`src/rtl/hazard_pkg.sv`:
```
// hazard_pkg: shared types for the forwarding and hazard controller
package hazard_pkg;
    typedef enum logic [1:0] {
        FWD_RF     = 2'b00,
        FWD_MEM_WB = 2'b01,
        FWD_EX_MEM = 2'b10
    } fwd_sel_e;
    typedef enum logic {
        IDLE,
        MEM_WAIT
    } hz_state_e;
endpackage

```
`src/rtl/hazard_forward_ctrl_fwd_select.sv`:
```
// fwd_select: EX-stage forwarding priority for one source operand
module fwd_select
    import hazard_pkg::*;
#(
    parameter int REG_ADDR_W = 5
) (
    input  logic [REG_ADDR_W-1:0] rs,
    input  logic [REG_ADDR_W-1:0] ex_mem_rd,
    input  logic                  ex_mem_reg_write,
    input  logic [REG_ADDR_W-1:0] mem_wb_rd,
    input  logic                  mem_wb_reg_write,
    output logic [1:0]            sel
);
    logic ex_hit, wb_hit;
    always_comb begin
        ex_hit = ex_mem_reg_write && ex_mem_rd != '0 && ex_mem_rd == rs;
        wb_hit = mem_wb_reg_write && mem_wb_rd != '0 && mem_wb_rd == rs;
        sel    = ex_hit ? FWD_EX_MEM : wb_hit ? FWD_MEM_WB : FWD_RF;
    end
endmodule

```
`src/rtl/hazard_forward_ctrl.sv`:
```
// hazard_forward_ctrl: operand forwarding, load-use stall, load-wait freeze, watchdog and stall counter
module hazard_forward_ctrl
    import hazard_pkg::*;
#(
    parameter int REG_ADDR_W  = 5,
    parameter int NUM_SRC     = 2,
    parameter int MEM_TIMEOUT = 16,
    parameter int STALL_CNT_W = 32
) (
    input  logic                          clk,
    input  logic                          rst,
    input  logic [NUM_SRC*REG_ADDR_W-1:0] if_id_rs,
    input  logic [NUM_SRC-1:0]            if_id_rs_used,
    input  logic [NUM_SRC*REG_ADDR_W-1:0] id_ex_rs,
    input  logic [REG_ADDR_W-1:0]         id_ex_rd,
    input  logic                          id_ex_mem_read,
    input  logic [REG_ADDR_W-1:0]         ex_mem_rd,
    input  logic                          ex_mem_reg_write,
    input  logic                          ex_mem_mem_read,
    input  logic [REG_ADDR_W-1:0]         mem_wb_rd,
    input  logic                          mem_wb_reg_write,
    input  logic                          dmem_ready,
    output logic [NUM_SRC*2-1:0]          fwd_sel,
    output logic                          stall_pc,
    output logic                          stall_if_id,
    output logic                          flush_id_ex,
    output logic                          freeze,
    output logic                          mem_timeout_err,
    output logic [STALL_CNT_W-1:0]        stall_cnt
);
    localparam int WC_W = $clog2(MEM_TIMEOUT + 1);
    hz_state_e                state_q, state_d;
    logic [WC_W-1:0]          wait_cnt_q, wait_cnt_d;
    logic                     err_q, err_d;
    logic [STALL_CNT_W-1:0]   stall_cnt_q, stall_cnt_d;
    logic [NUM_SRC-1:0]       rs_hit;
    logic [NUM_SRC*2-1:0]     sel_raw;
    logic                     lu, mw, stall;
    for (genvar i = 0; i < NUM_SRC; i++) begin : g_src
        fwd_select #(.REG_ADDR_W(REG_ADDR_W)) u_fwd (
            .rs              (id_ex_rs[i*REG_ADDR_W +: REG_ADDR_W]),
            .ex_mem_rd       (ex_mem_rd),
            .ex_mem_reg_write(ex_mem_reg_write),
            .mem_wb_rd       (mem_wb_rd),
            .mem_wb_reg_write(mem_wb_reg_write),
            .sel             (sel_raw[2*i +: 2])
        );
        assign rs_hit[i] = if_id_rs_used[i] && if_id_rs[i*REG_ADDR_W +: REG_ADDR_W] == id_ex_rd;
    end
    always_comb begin
        lu          = id_ex_mem_read && id_ex_rd != '0 && |rs_hit;
        mw          = ex_mem_mem_read && !dmem_ready;
        stall       = !rst && (mw || lu);
        stall_pc    = stall;
        stall_if_id = stall;
        flush_id_ex = !rst && lu && !mw;
        freeze      = !rst && mw;
        fwd_sel     = rst ? '0 : sel_raw;
        state_d     = state_q == IDLE ? (mw ? MEM_WAIT : IDLE)
                                      : ((dmem_ready || !ex_mem_mem_read) ? IDLE : MEM_WAIT);
        // the count includes the cycle that enters MEM_WAIT, so it equals wait cycles elapsed
        wait_cnt_d  = state_d != MEM_WAIT ? '0
                    : wait_cnt_q == WC_W'(MEM_TIMEOUT) ? wait_cnt_q : wait_cnt_q + 1'b1;
        err_d       = err_q || (mw && wait_cnt_q == WC_W'(MEM_TIMEOUT - 1));
        stall_cnt_d = (stall && !(&stall_cnt_q)) ? stall_cnt_q + 1'b1 : stall_cnt_q;
    end
    always_ff @(posedge clk or posedge rst) begin
        if (rst) begin
            state_q     <= IDLE;
            wait_cnt_q  <= '0;
            err_q       <= 1'b0;
            stall_cnt_q <= '0;
        end else begin
            state_q     <= state_d;
            wait_cnt_q  <= wait_cnt_d;
            err_q       <= err_d;
            stall_cnt_q <= stall_cnt_d;
        end
    end
    assign mem_timeout_err = err_q;
    assign stall_cnt       = stall_cnt_q;
endmodule

```
`config.mk`:
```
export PLATFORM = sky130hd
export DESIGN_NAME = hazard_forward_ctrl
export DESIGN_NICKNAME = d
export VERILOG_FILES = /design/src/rtl/hazard_pkg.sv /design/src/rtl/hazard_forward_ctrl_fwd_select.sv /design/src/rtl/hazard_forward_ctrl.sv
export SDC_FILE = /design/constraint.sdc
export NUM_CORES = 1
export LEC_CHECK = 0
export CAP_MARGIN = 25
export CORE_MARGIN = 2
export CORE_UTILIZATION = 46
export DETAILED_ROUTE_END_ITERATION = 6
export GPL_ROUTABILITY_DRIVEN = 0
export GPL_TIMING_DRIVEN = 1
export PLACE_DENSITY = 0.81
export SYNTH_ARGS = -nofsm -noshare
export SYNTH_HDL_FRONTEND = slang
export SYNTH_SLANG_ARGS = --single-unit
```
`constraint.sdc`:
```
create_clock -name clk -period 3.6 [get_ports clk]
set_input_delay 0.72 -clock clk [delete_from_list [all_inputs] [get_ports clk]]
set_output_delay 0.72 -clock clk [all_outputs]
set_load 0.05 [all_outputs]
```
### Metal 2

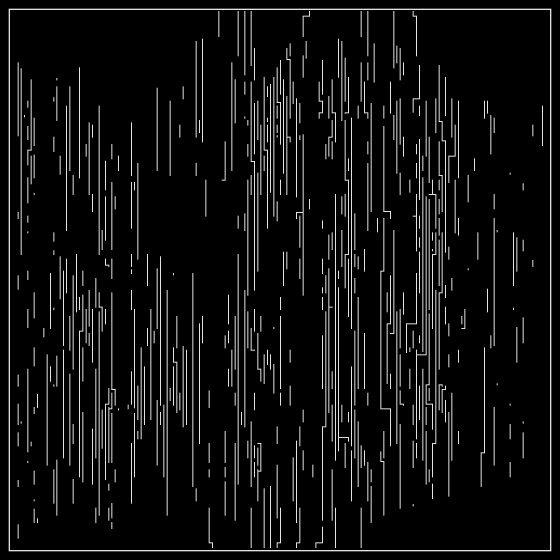
main direction: vertical
wire length on this layer: 2,730 um
longest straight run: 37.7 um
share of all routed wire: 50%

### Signal wires on met1

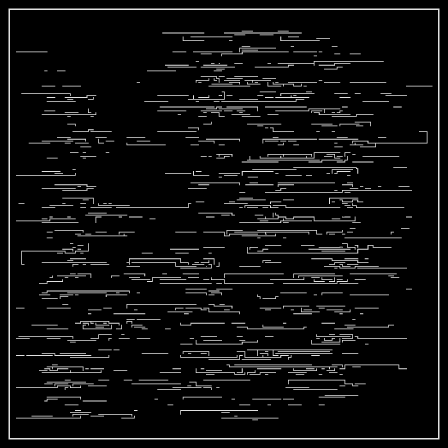
nets with wire on the layer: 312
main direction: horizontal

==> flow_metrics.py <==
# Metrics from the implementation run
metrics = {
    "final_timing": {
        "fmax_ghz": 0.293,
        "hold_viol_final": 0,
        "fin_crit_ns": 3.42,
        "relSlewSlack": 0.647,
        "skew_ns": 0.00716,
        "holdWs_ns": 0.487,
        "worst_slack_ns": 0.182,
        "setup_viol": 0,
    },
    "critical_path": {
        "endpoint": "fwd_sel[0]",
        "worstSetupEndpointType": "primary output",
        "timing.rr.end": "stall_cnt[1]",
        "cp.depth": 6,
        "path_buffers": 2,
        "worst-r2r-cell-count": 6,
        "cp-startpoint": "ex_mem_rd[0]",
        "worstReg2RegStart": "stall_cnt[2]",
        "start_kind": "primary input",
        "cp_top_family": "simple AND/OR/NAND/NOR gates",
    },
    "power": {
        "power_switching_mw": 0.477,
        "power_mw": 1.28,
        "p_leak_nw": 1.49,
        "pwr.group.clock_mw": 0.310,
        "max-vdd-ir-drop_uv": 314,
        "combPwrFrac": 0.349,
        "maxPowerGroup": "registers",
        "p_seq_frac": 0.408,
        "power.density_nw_per_um2": 370,
    },
    "synth": {
        "synth_nets": 290,
        "ys_types": 35,
        "ys_warn_count": 0,
        "synthCells": 242,
        "synth_seq_share": 0.391,
        "async_flop_share": 1.00,
        "ys_seq_elements": 38,
        "ys_cells": 242,
        "syn_area_per_cell_um2": 10.1,
    },
    "detailed_routing": {
        "drt-pass1-iter-count": 4,
        "drt-wirelength-per-cell_um": 13.8,
        "drt-initial-drc-count": 151,
        "avgViaCountPerCell": 5.24,
        "drt-total-wl_mm": 5.51,
    },
    "finish": {
        "fin_area_um2": 3450,
        "regArea_um2": 951,
        "mi_logic_area_um2": 1410,
        "area_growth_pct": 41.9,
    },
    "clock_tree": {
        "cts_buffer_depth": 2,
        "cts_max_level": 2,
        "cts_tree": "built",
        "postCtsSetupBuffers": 0,
        "clock-sinks": 38,
        "root_buffer": "clkbuf_8",
        "clkLatencyLatePin_ns": 0.29,
        "cts_buffers": 5,
        "cts-hold-fix-buffers": 0,
    },
    "flow_run": {
        "max_cap_violations": 0,
    },
    "global_routing": {
        "gr-usage-all-layers": 0.198,
        "gr-total-overflow": 0,
        "antenna_found_initial": 0,
    },
    "die": {
        "rows": 26,
        "die_area_um2": 5890,
        "fp_util": 0.476,
        "core_area_um2": 5110,
        "die_height_um": 76.7,
    },
    "placement": {
        "place_area_um2": 3360,
        "pre_cts_slack_ns": 0.160,
        "dp.cells": 391,
    },
    "hold_path": {
        "hold_depth": 1,
        "min_from": "mem_timeout_err",
        "min_to": "mem_timeout_err",
    },
    "status": {
        "status": "completed",
    },
}
[flip-flops by register name (all words and copies together) (netlist names)]
| register | count |
|---|---|
| wait_cnt_q | 5 |
| mem_timeout_err | 1 |
| stall_cnt | 32 |
[cell usage after synthesis (all sizes together) (4+ instances only)]
master  number  area, um2
and2         4       25.0
and3         7       43.8
buf          7       63.8
dfrtp       38        951
ha           4       50.1
inv          8       30.0
nand2       17       63.8
nand3       12       60.1
nand4       13       96.3
nor2        10       53.8
nor3        19       95.1
nor4        12        100
nor4b        4       60.1
or4          4       30.0
xnor2       23        201
xor2        41        359
[metal layers]
metal  up-vias  GRT usage  routed length, um
li1       1023          -                  -
met3         4     0.0624                426
met5         -          0                  0
met4         0     0.0745                 51
met2        93      0.327               2730
met1       971      0.242               2300
[cells by family (layout without fill, tap and decap cells)]
group,Yosys count,in the layout,synth area share
flops,38,38,0.391
compound gates,7,7,0.0206
simple gates,110,110,0.285
fa+ha+maj,4,4,0.0206
mux,2,2,0.0103
xor+xnor,64,64,0.230
buf+inv,17,104,0.0417
[layout by cell type, fill, tap and decap left out, drive strengths merged, types with 2 or more instances in the layout]
| cell type | count |
|---|---|
| clkdlybuf4s50 | 77 |
| nand2 | 17 |
| inv | 7 |
| and2 | 4 |
| or4 | 4 |
| nor4b | 4 |
| nor3 | 19 |
| dfrtp | 38 |
| and4 | 3 |
| nor2 | 10 |
| ha | 4 |
| clkbuf | 7 |
| nand4 | 13 |
| nand3 | 12 |
| and3 | 7 |
| xnor2 | 23 |
| buf | 11 |
| a21oi | 2 |
| xor2 | 41 |
| nor3b | 2 |
| nor4 | 12 |
[layout make-up]
cell class                 count  area share
tap                           70      0.0254
inverter                       8     0.00979
sequential                    38       0.275
timing repair buffer          88       0.254
clock buffer                   7      0.0250
multi-input combinational    187       0.408
clock inverter                 1     0.00145
Power and IR drop assume default switching activity.
